**src/rtl/inv_chain_seq.sv**
```systemverilog
// Sequencer that toggles an external inverter/delay chain and times each edge's return.
// Flags a chain that does not settle before a run, or that does not answer within TIMEOUT cycles.
module inv_chain_seq #(
    parameter int N_STAGES    = 5,
    parameter int CNT_W       = 16,
    parameter int TIMEOUT     = 1000,
    parameter int SYNC_STAGES = 2
) (
    input  logic             clk,
    input  logic             reset,
    input  logic             start,
    input  logic [CNT_W-1:0] num_toggles,
    output logic             chain_in,
    input  logic             chain_out,
    output logic             busy,
    output logic             done,
    output logic             error,
    output logic [CNT_W-1:0] last_latency,
    output logic [CNT_W-1:0] total_latency,
    output logic [CNT_W-1:0] toggle_count
);

    localparam logic INVERTING = (N_STAGES % 2) == 1;

    typedef enum logic [2:0] {
        S_IDLE   = 3'd0,
        S_LAUNCH = 3'd1,
        S_WAIT   = 3'd2,
        S_DONE   = 3'd3,
        S_ERR    = 3'd4
    } state_t;

    state_t                 state_q;
    logic [SYNC_STAGES-1:0] sync_q;
    logic                   chain_in_q;
    logic                   busy_q;
    logic                   done_q;
    logic                   error_q;
    logic [CNT_W-1:0]       remaining_q;
    logic [CNT_W-1:0]       lat_q;
    logic [CNT_W-1:0]       last_q;
    logic [CNT_W-1:0]       total_q;
    logic [CNT_W-1:0]       toggle_q;

    logic                   settled_d;
    logic [CNT_W:0]         sum_d;
    logic [CNT_W-1:0]       total_sat_d;

    // chain_out is asynchronous to clk; only the last flop is ever looked at
    always_ff @(posedge clk or posedge reset) begin
        if (reset) begin
            sync_q <= '0;
        end else begin
            sync_q <= {sync_q[SYNC_STAGES-2:0], chain_out};
        end
    end

    always_comb begin
        settled_d   = sync_q[SYNC_STAGES-1] == (chain_in_q ^ INVERTING);
        sum_d       = {1'b0, total_q} + {1'b0, lat_q};
        total_sat_d = sum_d[CNT_W] ? '1 : sum_d[CNT_W-1:0];
    end

    always_ff @(posedge clk or posedge reset) begin
        if (reset) begin
            state_q     <= S_IDLE;
            chain_in_q  <= 1'b0;
            busy_q      <= 1'b0;
            done_q      <= 1'b0;
            error_q     <= 1'b0;
            remaining_q <= '0;
            lat_q       <= '0;
            last_q      <= '0;
            total_q     <= '0;
            toggle_q    <= '0;
        end else begin
            done_q <= 1'b0;
            case (state_q)
                S_IDLE: begin
                    if (start) begin
                        if (!settled_d) begin
                            state_q <= S_ERR;
                            error_q <= 1'b1;
                        end else begin
                            error_q     <= 1'b0;
                            total_q     <= '0;
                            toggle_q    <= '0;
                            remaining_q <= num_toggles;
                            if (num_toggles == '0) begin
                                state_q <= S_DONE;
                                done_q  <= 1'b1;
                            end else begin
                                state_q <= S_LAUNCH;
                                busy_q  <= 1'b1;
                            end
                        end
                    end
                end
                S_LAUNCH: begin
                    chain_in_q <= ~chain_in_q;
                    lat_q      <= CNT_W'(1);
                    state_q    <= S_WAIT;
                end
                S_WAIT: begin
                    // settled_d already compares against the freshly toggled chain_in
                    if (settled_d) begin
                        last_q      <= lat_q;
                        total_q     <= total_sat_d;
                        toggle_q    <= toggle_q + CNT_W'(1);
                        remaining_q <= remaining_q - CNT_W'(1);
                        if (remaining_q == CNT_W'(1)) begin
                            state_q <= S_DONE;
                            busy_q  <= 1'b0;
                            done_q  <= 1'b1;
                        end else begin
                            state_q <= S_LAUNCH;
                        end
                    end else if (lat_q == CNT_W'(TIMEOUT)) begin
                        state_q <= S_ERR;
                        busy_q  <= 1'b0;
                        error_q <= 1'b1;
                    end else begin
                        lat_q <= lat_q + CNT_W'(1);
                    end
                end
                S_DONE:  state_q <= S_IDLE;
                S_ERR:   state_q <= S_IDLE;
                default: state_q <= S_IDLE;
            endcase
        end
    end

    assign chain_in      = chain_in_q;
    assign busy          = busy_q;
    assign done          = done_q;
    assign error         = error_q;
    assign last_latency  = last_q;
    assign total_latency = total_q;
    assign toggle_count  = toggle_q;

endmodule

```
**config.mk**
```make
export PLATFORM = sky130hd
export DESIGN_NAME = inv_chain_seq
export DESIGN_NICKNAME = d
export VERILOG_FILES = /design/src/rtl/inv_chain_seq.sv
export SDC_FILE = /design/constraint.sdc
export NUM_CORES = 1
export LEC_CHECK = 0
export CAP_MARGIN = 25
export CORE_MARGIN = 2
export CORE_UTILIZATION = 40
export DETAILED_ROUTE_END_ITERATION = 16
export HOLD_SLACK_MARGIN = 0.03
export PLACE_DENSITY_LB_ADDON = 0.3
export RECOVER_POWER = 25
export SETUP_SLACK_MARGIN = 0.1
export SKIP_CTS_REPAIR_TIMING = 1
export SLEW_MARGIN = 20
export SYNTH_ARGS = -nofsm -noshare
export SYNTH_HDL_FRONTEND = slang
export SYNTH_SLANG_ARGS = --single-unit
export TNS_END_PERCENT = 100
```
**constraint.sdc**
```tcl
create_clock -name clk -period 4.2 [get_ports clk]
set_clock_uncertainty 0.1 [all_clocks]
set_input_delay 1.05 -clock clk [delete_from_list [all_inputs] [get_ports clk]]
set_output_delay 1.05 -clock clk [all_outputs]
set_load 0.03 [all_outputs]
```
Figure 1. Signal metal coverage by tile (run 1).
The die is cut into 23 by 23 equal tiles; dark purple is low, yellow is high, scaled to the fullest tile. Values are wire area over tile area, all layers added.
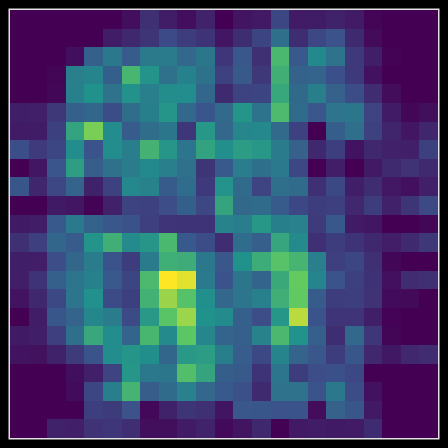
16% of the tiles are nearly empty. The fullest tile reaches 0.62. The densest ninth of the die: centre. The mean over all tiles is 0.15. 11% of the tiles are over half the peak.
DR WL/cell: 16.7 µm
total routed wirelength: 13.4 mm
total track usage: 0.206

Figure 2. Cells coloured by class (run 1).
Bar = 20 µm.
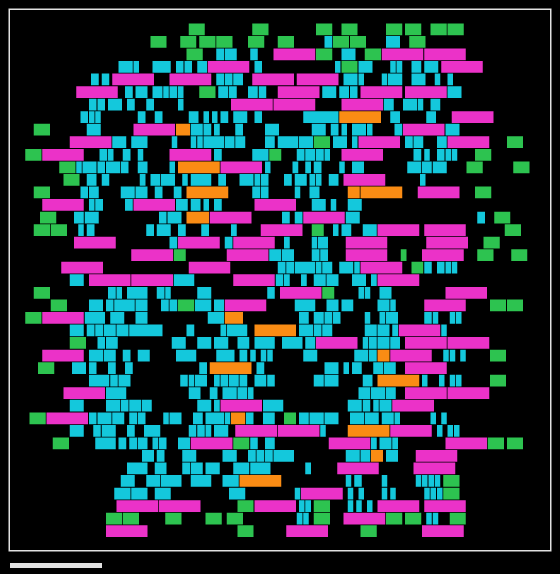
Key: clock drivers and dummy loads = orange [cells 16, share of their area 4.8%]; registers = magenta [cells 89, share of their area 37%]; remaining logic cells = cyan [cells 445, share of their area 46%]; remaining buffers and delay cells = green [cells 78, share of their area 13%]

==> flow_summary.rst, run 1 <==
Synthesis and place-and-route
=============================

.. list-table::
   :header-rows: 1

   * - Metric
     - Value
   * - Share of synthesized area occupied by flip-flops and latches
     - 0.436
   * - Dpl ws
     - 1.29 ns
   * - Count of clock tree sinks
     - 89
   * - Dpl cells
     - 784
   * - Largest contributor to cell area by class
     - multi-input combinational cells
   * - Number of unique standard cell types used by synthesis
     - 66
   * - Sequential fraction of design power
     - 0.416
   * - Transition at the pin with the smallest max-transition slack
     - 1.48 ns
   * - Start-to-end type of the worst setup path
     - input pin to asynchronous set/reset pin
   * - DP Area
     - 0.00599 mm²
   * - Synth Warn #
     - 0
   * - Filler instances
     - 1174
   * - Detail Route met3 WL
     - 607 µm
   * - # rows
     - 41
   * - Largest cells by area after synthesis
     - sky130_fd_sc_hd__dfrtp_1, sky130_fd_sc_hd__nand2_1, sky130_fd_sc_hd__ha_1, sky130_fd_sc_hd__a21oi_1, sky130_fd_sc_hd__o21ai_0
   * - Remaining antenna violation count
     - 0
   * - Area added between synthesis and finish
     - 22.8%
   * - Storage cell area
     - 0.00223 mm²
   * - Violations in the final reports
     - capacitance limit
   * - Port bufs
     - 71
   * - Most common logic cell in the routed design
     - sky130_fd_sc_hd__dfrtp_1
   * - Slowest stage delay, CP
     - 0.87 ns
   * - Average size of a mapped cell
     - 9.15 µm²
   * - Syn_nets
     - 601
   * - Flop and latch count out of synthesis
     - 89
   * - Largest net degree at the start of global routing
     - 40
   * - Total non-filler cell area in the finished layout
     - 0.00628 mm²
   * - Number of antenna violations at the first check in global routing
     - 0
   * - Combined area of the multi-input logic cells
     - 0.00274 mm²
   * - XOR/XNOR share of the synthesized area
     - 0.0480
   * - Count of sequential standard cells
     - 89
   * - Synth Area in Adders
     - 0.0553
   * - Leakage Power
     - 2.73 nW
   * - Capturing element type of the critical path
     - asynchronous set/reset pin
   * - Multi-input logic cell count
     - 433
   * - Clock-pin transition on the worst setup and hold timing paths
     - 0.07 ns
   * - Dominant kind of combinational cell
     - AND-OR/OR-AND gates
   * - Number of cell instances after yosys synthesis
     - 559
   * - Max Cap Viol
     - 1
   * - Critical-path maximum fanout
     - 33
   * - Switching part of the total power
     - 0.379
   * - Worst hold-check slack
     - 0.309 ns
   * - Area share, top type
     - 0.436
   * - Post-synth mux share
     - 0
   * - Vias per cell
     - 5.71
   * - Data arrival, critical path
     - 3.24 ns
   * - Share of final layout cell area taken by clock buffers and inverters
     - 0.0462
   * - Final critical-path share of the clock period
     - 0.714
   * - Remaining routing DRC violations
     - 0
   * - Max stage delay cell, worst path
     - sky130_fd_sc_hd__clkinvlp_2
   * - Number of warnings in the stage logs
     - 28
   * - Antenna diode count
     - 0
   * - Commonest cells in the synthesized netlist
     - sky130_fd_sc_hd__dfrtp_1, sky130_fd_sc_hd__nand2_1, sky130_fd_sc_hd__nor2_1, sky130_fd_sc_hd__a21oi_1, sky130_fd_sc_hd__o21ai_0
   * - Dominant register cell in the synthesized netlist
     - sky130_fd_sc_hd__dfrtp_1
   * - Worst endpoint required time
     - 4.45 ns
   * - Group with the largest share of power
     - sequential cells
   * - Area reported by Yosys stat
     - 0.00511 mm²
   * - Met1 track demand over resource
     - 0.300
   * - Part of the power in the clock network
     - 0.288
   * - Pins Over Slew Limit
     - 0
   * - Result of the run
     - finished, violations left
   * - Post-Route M1 WL
     - 6.52 mm
   * - Synthesized instance count
     - 559
   * - H-tree lvl count
     - 3
Figure 3. Wiring by layer (run 1).
Two of the layers only.
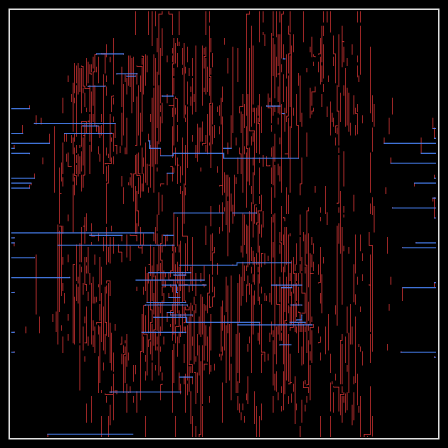
Key: M3 = blue [wire length 608 µm]; M2 = red [wire length 6070 µm]
vias after detailed routing: 4564

Figure 4. The clock network (run 1).
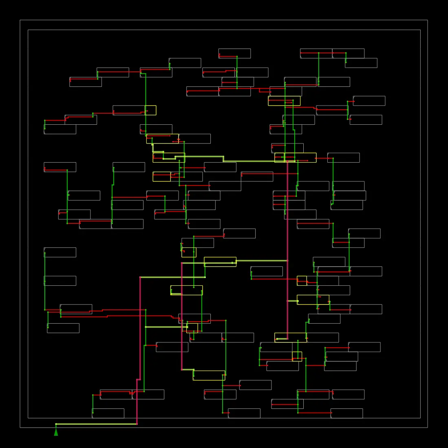
clk_buf instances: 10
clock group power: 0.794 mW
number of clock buffers inserted by TritonCTS: 9
Skew-Pair Late Insertion Delay: 0.35 ns

## Run 2: what changed since run 1
==> constraint.sdc (replaced) <==
create_clock -name clk -period 2.4 [get_ports clk]
set_clock_uncertainty 0.1 [all_clocks]
set_input_delay 0.6 -clock clk [delete_from_list [all_inputs] [get_ports clk]]
set_output_delay 0.6 -clock clk [all_outputs]
set_load 0.03 [all_outputs]
Figure 5. Signal metal coverage by tile (run 2).
The die is cut into 23 by 23 equal tiles; dark purple is low, yellow is high, scaled to the fullest tile. Values are wire area over tile area, all layers added.
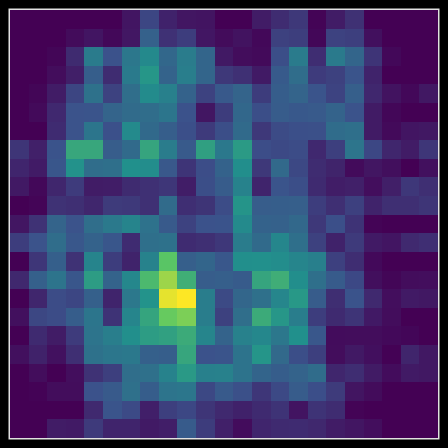
The emptiest ninth of the die: lower right. The mean over all tiles is 0.16. The fullest tile reaches 0.75. 5.7% of the tiles are over half the peak.
total track usage: 0.207
DR WL/cell: 16.3 µm
vias after detailed routing: 4781
total routed wirelength: 13.8 mm

==> run 2 against run 1 <==
  * The run now ends clean
  * Total power is 82% higher
  * First-iteration DRC count increased by 14%
  * Highest routed layer unchanged
  * Register-to-register slack worse by 1.3 ns
  * Largest cell class unchanged
==> flow_summary.rst, run 2 <==
Synthesis and place-and-route
=============================

.. list-table::
   :header-rows: 1

   * - Metric
     - Value
   * - Result of the run
     - finished, final reports clean
   * - # rows
     - 41 (unchanged)
   * - Group with the largest share of power
     - sequential cells
   * - Storage cell area
     - 0.00223 mm² (about the same)
   * - Dpl ws
     - -0.0164 ns (-1.31 ns)
   * - Filler instances
     - 1138 (-3.1%)
   * - Overall die area
     - 0.0137 mm²
   * - Start of the worst register-to-register path
     - total_latency[13]
   * - Worst hold-check slack
     - 0.275 ns (-0.0344 ns)
   * - Detail Route met3 WL
     - 648 µm (+6.8%)
   * - Area added between synthesis and finish
     - 32.1%
   * - Skew-Pair Late Insertion Delay
     - 0.34 ns (about the same)
   * - Port bufs
     - 71 (unchanged)
   * - Switching power summed over all nets
     - 1.87 mW
   * - Sequential fraction of design power
     - 0.394 (-0.022)
   * - XOR/XNOR share of the synthesized area
     - 0.0480 (unchanged)
   * - Slowest stage delay, CP
     - 0.44 ns (-0.43 ns)
   * - Vias per cell
     - 5.62 (-1.4%)
   * - Most common logic cell in the routed design
     - sky130_fd_sc_hd__dfrtp_1
   * - Largest net degree at the start of global routing
     - 30 (-25%)
   * - Clk_buf instances
     - 9 (-1)
   * - Start-to-end type of the worst setup path
     - flip-flop to flip-flop
   * - Max stage delay cell, worst path
     - sky130_fd_sc_hd__dfrtp_1
   * - Leakage Power
     - 3.05 nW (+12%)
   * - Pins Over Slew Limit
     - 0 (unchanged)
   * - Flop2flop setup slack
     - 0.01 ns
   * - Total non-filler cell area in the finished layout
     - 0.00676 mm² (+7.6%)
   * - Tap cells
     - 172
   * - Compound Share, Synth
     - 0.222
   * - Area share, top type
     - 0.436 (unchanged)
   * - Flop and latch count out of synthesis
     - 89 (unchanged)
   * - Share of cells above drive strength 1
     - 0.142
   * - Endpoints failing hold
     - 0
   * - Achievable frequency
     - 419 MHz
   * - Area reported by Yosys stat
     - 0.00511 mm² (unchanged)
   * - Power per Cell Area
     - 743 mW/mm²
   * - Clock group power
     - 1.37 mW (+73%)
   * - Clock-pin transition on the worst setup and hold timing paths
     - 0.07 ns (about the same)
   * - Post-Route M1 WL
     - 6.56 mm (+0.64%)
   * - Multi-input logic cell count
     - 433 (unchanged)
   * - Synth Warn #
     - 0 (unchanged)
   * - Met1 track demand over resource
     - 0.302 (+0.00151)
   * - Share of final layout cell area taken by clock buffers and inverters
     - 0.0431 (-0.00309)
   * - Antenna diode count
     - 0 (unchanged)
   * - Count of sequential standard cells
     - 89 (unchanged)
   * - Syn_nets
     - 601 (unchanged)
   * - Number of warnings in the stage logs
     - 30 (+7.1%)
   * - Final critical-path share of the clock period
     - 0.994
   * - Top cells excl fill/tap
     - sky130_fd_sc_hd__dfrtp_1, sky130_fd_sc_hd__nand2_1, sky130_fd_sc_hd__clkdlybuf4s50_1, sky130_fd_sc_hd__buf_4, sky130_fd_sc_hd__nor2_1
   * - Count of clock tree sinks
     - 89 (unchanged)
   * - Remaining routing DRC violations
     - 0 (unchanged)
   * - Synth Area in Adders
     - 0.0553 (unchanged)
   * - Total combinational power
     - 1.67 mW
   * - Worst R2R Path Depth
     - 7
   * - Worst endpoint required time
     - 2.53 ns (-1.92 ns)
   * - DP Area
     - 0.00642 mm² (+7.1%)
   * - Transition at the pin with the smallest max-transition slack
     - 0.965 ns (-0.518 ns)
   * - Number of cell instances after yosys synthesis
     - 559 (unchanged)
   * - Remaining antenna violation count
     - 0 (unchanged)
   * - Share of synthesized area occupied by flip-flops and latches
     - 0.436 (unchanged)
   * - Commonest cells in the synthesized netlist
     - sky130_fd_sc_hd__dfrtp_1, sky130_fd_sc_hd__nand2_1, sky130_fd_sc_hd__nor2_1, sky130_fd_sc_hd__a21oi_1, sky130_fd_sc_hd__o21ai_0
   * - Post-synth mux share
     - 0 (unchanged)
   * - Largest contributor to cell area by class
     - multi-input combinational cells
   * - Part of the power in the clock network
     - 0.272 (-0.016)
   * - Switching part of the total power
     - 0.373 (-0.00540)
   * - Number of antenna violations at the first check in global routing
     - 0 (unchanged)
   * - Dpl cells
     - 831 (+6.0%)
   * - Capturing element type of the critical path
     - flip-flop
   * - Largest cells by area after synthesis
     - sky130_fd_sc_hd__dfrtp_1, sky130_fd_sc_hd__nand2_1, sky130_fd_sc_hd__ha_1, sky130_fd_sc_hd__a21oi_1, sky130_fd_sc_hd__o21ai_0
   * - Terminating pin of the worst hold path
     - sync_q[1]
   * - H-tree lvl count
     - 3 (unchanged)
   * - Critical-path maximum fanout
     - 8 (-76%)
   * - Number of unique standard cell types used by synthesis
     - 66 (unchanged)
   * - Max Cap Viol
     - 0 (-1)
   * - Average size of a mapped cell
     - 9.15 µm² (unchanged)
   * - Dominant kind of combinational cell
     - AND-OR/OR-AND gates
   * - Combined area of the multi-input logic cells
     - 0.00281 mm² (+2.5%)
   * - Dominant register cell in the synthesized netlist
     - sky130_fd_sc_hd__dfrtp_1
   * - Data arrival, critical path
     - 2.51 ns (-0.73 ns)
   * - Synthesized instance count
     - 559 (unchanged)
   * - Pre-Repair DR Iteration Count
     - 5
   * - Met3 demand-to-capacity share in global routing
     - 0.0283
Figure 6. Wiring by layer (run 2).
Two of the layers only.
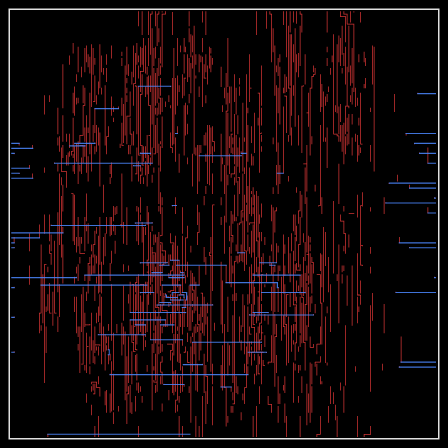
Key: M3 = blue [wire length 648 µm]; M2 = red [wire length 6450 µm]

Power and IR drop assume default switching activity.
